==> config.mk <==
export PLATFORM = sky130hd
export DESIGN_NAME = debounce_edge_bank
export DESIGN_NICKNAME = d
export VERILOG_FILES = /design/src/rtl/debounce_edge_bank.sv
export SDC_FILE = /design/constraint.sdc
export NUM_CORES = 1
export LEC_CHECK = 0
export ABC_AREA = 1
export CAP_MARGIN = 20
export CORE_MARGIN = 2
export CORE_UTILIZATION = 45
export DETAILED_ROUTE_END_ITERATION = 7
export PLACE_DENSITY = 0.67
export SKIP_CTS_REPAIR_TIMING = 1
export SLEW_MARGIN = 20
export SYNTH_ARGS = -nofsm -noshare
export SYNTH_HDL_FRONTEND = slang
export SYNTH_SLANG_ARGS = --single-unit
==> constraint.sdc <==
create_clock -name clk -period 1.9 [get_ports clk]
set_clock_uncertainty 0.1 [all_clocks]
set_input_delay 0.38 -clock clk [delete_from_list [all_inputs] [get_ports clk]]
set_output_delay 0.38 -clock clk [all_outputs]
set_load 0.005 [all_outputs]
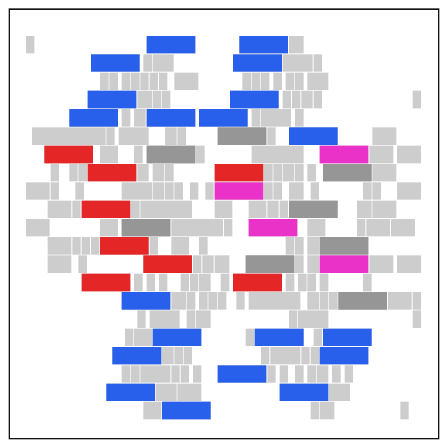
(run_1/ff_map.png)
is_rising: shown in magenta, flops 4. cnt_q: shown in blue, flops 20. sync_q: shown in red, flops 8.
Power Sequential: 0.855 mW
Seq/total area: 42.6%
Finished Core Util: 55.9%
register area: 801 um2

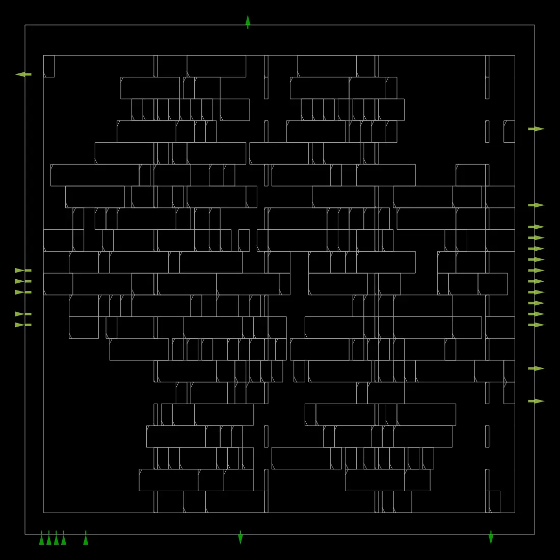
(run_1/placed.png)
Core ar.: 3360 um2
flop count: 40
Tap Count: 46
Final Non-Filler Cells: 260
fillers: 293

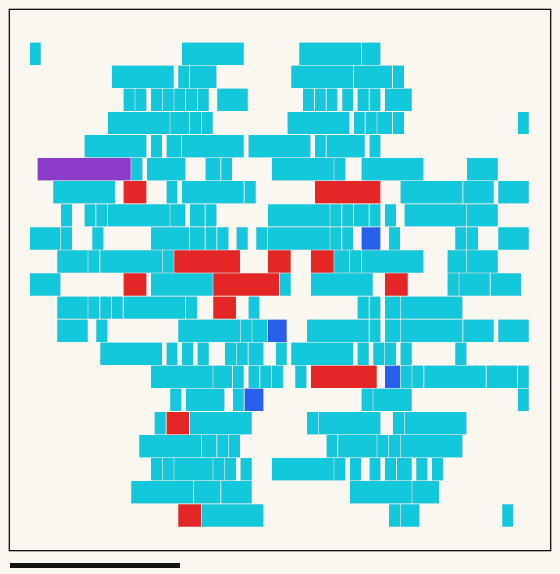
(run_1/sizing.png)
Bar = 20 um.
x3 and x4: shown in red, cells 12, most used clkbuf_4. x2: shown in blue, cells 4, most used nor2_2. x6 and larger: shown in purple, cells 1, most used bufinv_16. x1 and smaller: shown in cyan, cells 197, most used dfxtp_1.
Design Area, Final: 1880 um2
worst setup slack after layout: 105 ps
nonclk buf count: 20
Area growth syn-to-layout: 17.4%

==> reports/results.ini, run 1 <==
[status]
status=finished, final reports clean

[worst_setup_path]
critPathKind=flop to output port
path_max_fanout=2
cpMaxStageDelayCell=clkdlybuf4s50_1
worstRegToRegCells=7
worstPathBufferInverterCount=1
crit_path_start_kind=flop
crit_chain=nor2_1, nand4_1, clkdlybuf4s50_1

[final_timing]
min_period_ps=1790
finalSetupViolations=0
whs_ps=319

[yosys]
ys_cells=189
ys_top_cells_by_count=dfxtp_1 (40), nand2_1 (36), nor2_1 (34), inv_1 (33), nand3_1 (9)
ys_ff=40
synth_cell_type_count=17
yosysSeqAreaShare_pct=50.0
syn_avg_cell_area_um2=8.47
synth-edff-count=0
ys_top_cells_by_area=dfxtp_1 (50%), nand2_1 (8.4%), nor2_1 (8.0%)
synthArstFlopShare_pct=0
synth_top_cell_by_count=dfxtp_1
netlist_instances=189

[grt]
use_met1_pct=14.4
grt_util_met3_pct=3.75
grtUsageMet2_pct=23.8
grt_antenna_before_repair=0
grt_first_pass_wirelength_um=4260
grt_overflow_total=0
grt.busiest_layer=met2

[clock_tree]
cts_root_buf=clkbuf_4
cts_tree=built
clk_latency_ps=330
htree_levels=2
clockBufferDepth=2

[finish]
drive_gt1_share_pct=7.94
nets=231
final_cell_mix=dfxtp_1 (40), nand2_1 (36), nor2_1 (34)
antenna_cells=0
largest_register_ffs=20

[min_path]
hold_depth=2

[placed_design]
dp.cells=252
placed_cell_area_um2=1800

[routing]
ant_nets=0
wl_met3_um=119
wl_met1_um=1060
viasPerCell=4.47
dr_wl_met2_um=1090

[floorplan]
io_pins=28
dieWidth_um=63.6
fp_util_pct=47.6
die_h_um=63.6

[power_and_ir_drop]
p_leak_nw=0.762
power.total_mw=1.44
power_leader=registers
powerClk_mw=0.535
p_sw_share_pct=20.4
seqPwrFrac_pct=59.5
pg_comb_mw=0.0485
power.internal_mw=1.14

[run]
drv_cap=0

## run 1: logic make-up (layout without fill, tap and decap cells)
kind of cell | count (synthesis) | in the layout | share of synthesized area (%)
xor+xnor | 4 | 4 | 2.19
fa+ha+maj | 8 | 8 | 6.26
flops | 40 | 40 | 50.0
other cells | 1 | 5 | 0.234
simple gates | 91 | 91 | 27.7
compound gates | 5 | 5 | 1.56
buf+inv | 40 | 61 | 12.0
## run 1: layout make-up
cell class	instances	share of cell area, %
clock buffer	5	2.00
clock inverter	3	2.26
inverter	33	6.59
multi-input combinational	113	33.1
sequential	40	42.6
tap	46	3.06
timing repair buffer	20	10.4
==> run_1/clock_wires.png <==
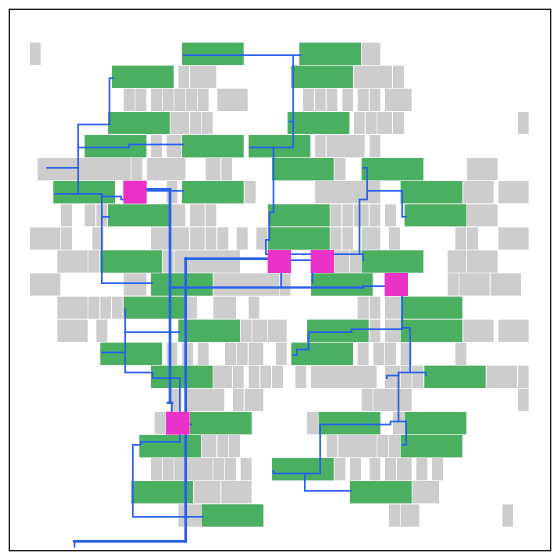

==> run 1 -> run 2 <==
--- a/config.mk
+++ b/config.mk
@@ -5,12 +5,12 @@
 export SDC_FILE = /design/constraint.sdc
 export NUM_CORES = 1
 export LEC_CHECK = 0
-export ABC_AREA = 1
 export CAP_MARGIN = 20
 export CORE_MARGIN = 2
-export CORE_UTILIZATION = 45
+export CORE_UTILIZATION = 40
+export CTS_BUF_LIST = sky130_fd_sc_hd__clkbuf_8
 export DETAILED_ROUTE_END_ITERATION = 7
-export PLACE_DENSITY = 0.67
+export PLACE_DENSITY = 0.61
 export SKIP_CTS_REPAIR_TIMING = 1
 export SLEW_MARGIN = 20
 export SYNTH_ARGS = -nofsm -noshare
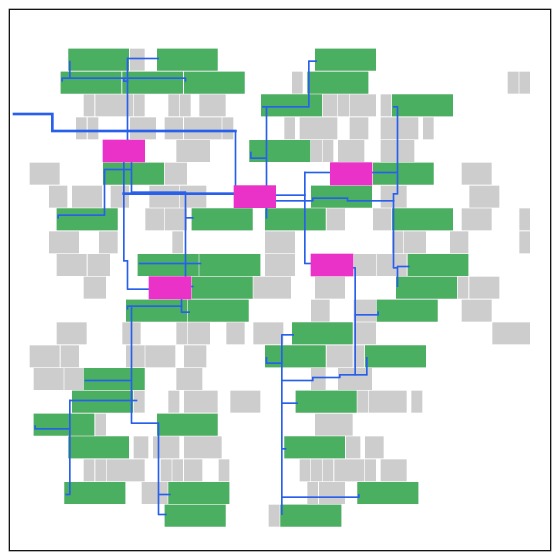
(run_2/clock_wires.png)
flip-flops: shown in green, count 40. clock wires: shown in blue, length 384 um. clock-net drivers: shown in magenta, count 5.
There are 6 routed clock nets.
Clock power frac: 35.5%
worst skew pair latency: 270 ps

==> reports/results.ini, run 2 <==
[status]
status=finished, final reports clean

[yosys]
synth-edff-count=0  ; unchanged
syn_avg_cell_area_um2=10.5  ; +24%
synthArstFlopShare_pct=0  ; unchanged
netlist_instances=139  ; -26%
ys_top_cells_by_area=dfxtp_1 (55%), ha_1 (6.9%), nor2_1 (5.1%)
netlist_area_um2=1460
adder_share_pct=6.86  ; +0.60 points
ys_sh_xor_pct=7.20  ; +5.0 points
ys_top_cells_by_count=dfxtp_1 (40), nor2_1 (20)
ys_sh_mux_pct=2.74  ; +2.7 points
logic_family=simple AND/OR/NAND/NOR gates
synth.cellmix.simpleShare_pct=22.7  ; -5.0 points
ys_ff=40  ; unchanged
yosysSeqAreaShare_pct=54.8  ; +4.8 points

[placed_design]
placed_cell_area_um2=1680  ; -6.7%
dp.cells=202  ; -20%

[routing]
drc_errors=0
viasPerCell=4.39  ; -1.7%
avgRoutedWirePerCell_um=9.62
ant_nets=0  ; unchanged
wl_met1_um=894  ; -16%

[worst_setup_path]
worstPathBufferInverterCount=1  ; unchanged
critPathKind=flop to output port
crit_chain=clkdlybuf4s50_1
cpMaxStageDelayCell=clkdlybuf4s50_1
worstRegToRegCells=5  ; -2
crit_path_start_kind=flop
path_max_fanout=5  ; +3

[grt]
use_met1_pct=12.6  ; -1.8 points
grt.busiest_layer=met2
grt_antenna_before_repair=0  ; unchanged
grt_util_met3_pct=4.51  ; +0.76 points
grt_first_pass_wirelength_um=3630  ; -15%
grt_overflow_total=0  ; unchanged
grtUsageMet2_pct=19.4  ; -4.4 points

[floorplan]
die_h_um=64.4  ; +1.2%
core_area_um2=3420  ; +1.6%
fp_util_pct=42.7  ; -4.8 points
io_pins=28  ; unchanged

[finish]
final_cell_mix=dfxtp_1 (40), nor2_1 (20), clkdlybuf4s50_1 (17)
area_growth_syn_to_layout_pct=20.9
antenna_cells=0  ; unchanged
stdcell_count=209  ; -20%
n_fill_cell=319  ; +8.9%
stdcell_area_um2=1770  ; -6.1%
fin_util_pct=51.7  ; -4.2 points
largest_register_ffs=20  ; unchanged

[power_and_ir_drop]
p_leak_nw=0.710  ; -6.9%
power.total_mw=1.39  ; -3.7%

[clock_tree]
cts_root_buf=clkbuf_8
htree_levels=2  ; unchanged
clockBufferDepth=2  ; unchanged

[final_timing]
whs_ps=336  ; +16.7 ps
min_period_ps=1700  ; -92.3 ps
final.setup.worst_slack_ps=198  ; +92.3 ps

[run]
drv_cap=0  ; unchanged

[min_path]
hold_depth=1  ; -1

run 2: cell count changes after synthesis, moves of 5 or more:
| cell | change |
|---|---|
| and2_1 | +8 |
| inv_1 | -25 |
| nand2_1 | -31 |
| nand3_1 | -5 |
| nand4_1 | -5 |
| nor2_1 | -14 |
| nor3b_1 | +8 |
| xor2_1 | +8 |
run 2: cell type report:
class	count	area [um2]	area share [%]
Clock buffer	5	68.8	3.90
Clock inverter	2	8.76	0.496
Inverter	8	30.0	1.70
Multi-Input combinational cell	88	602	34.1
Sequential cell	40	801	45.4
Tap cell	46	57.6	3.26
Timing Repair Buffer	20	198	11.2
run 2: where the power goes:
group | internal (mW) | total, mW | switching [mW]
Clock | 0.244 | 0.492 | 0.248
Combinational | 0.0214 | 0.0384 | 0.0170
Sequential | 0.849 | 0.855 | 0.00616
No activity file was given, so power comes from the tool's default toggle rates.
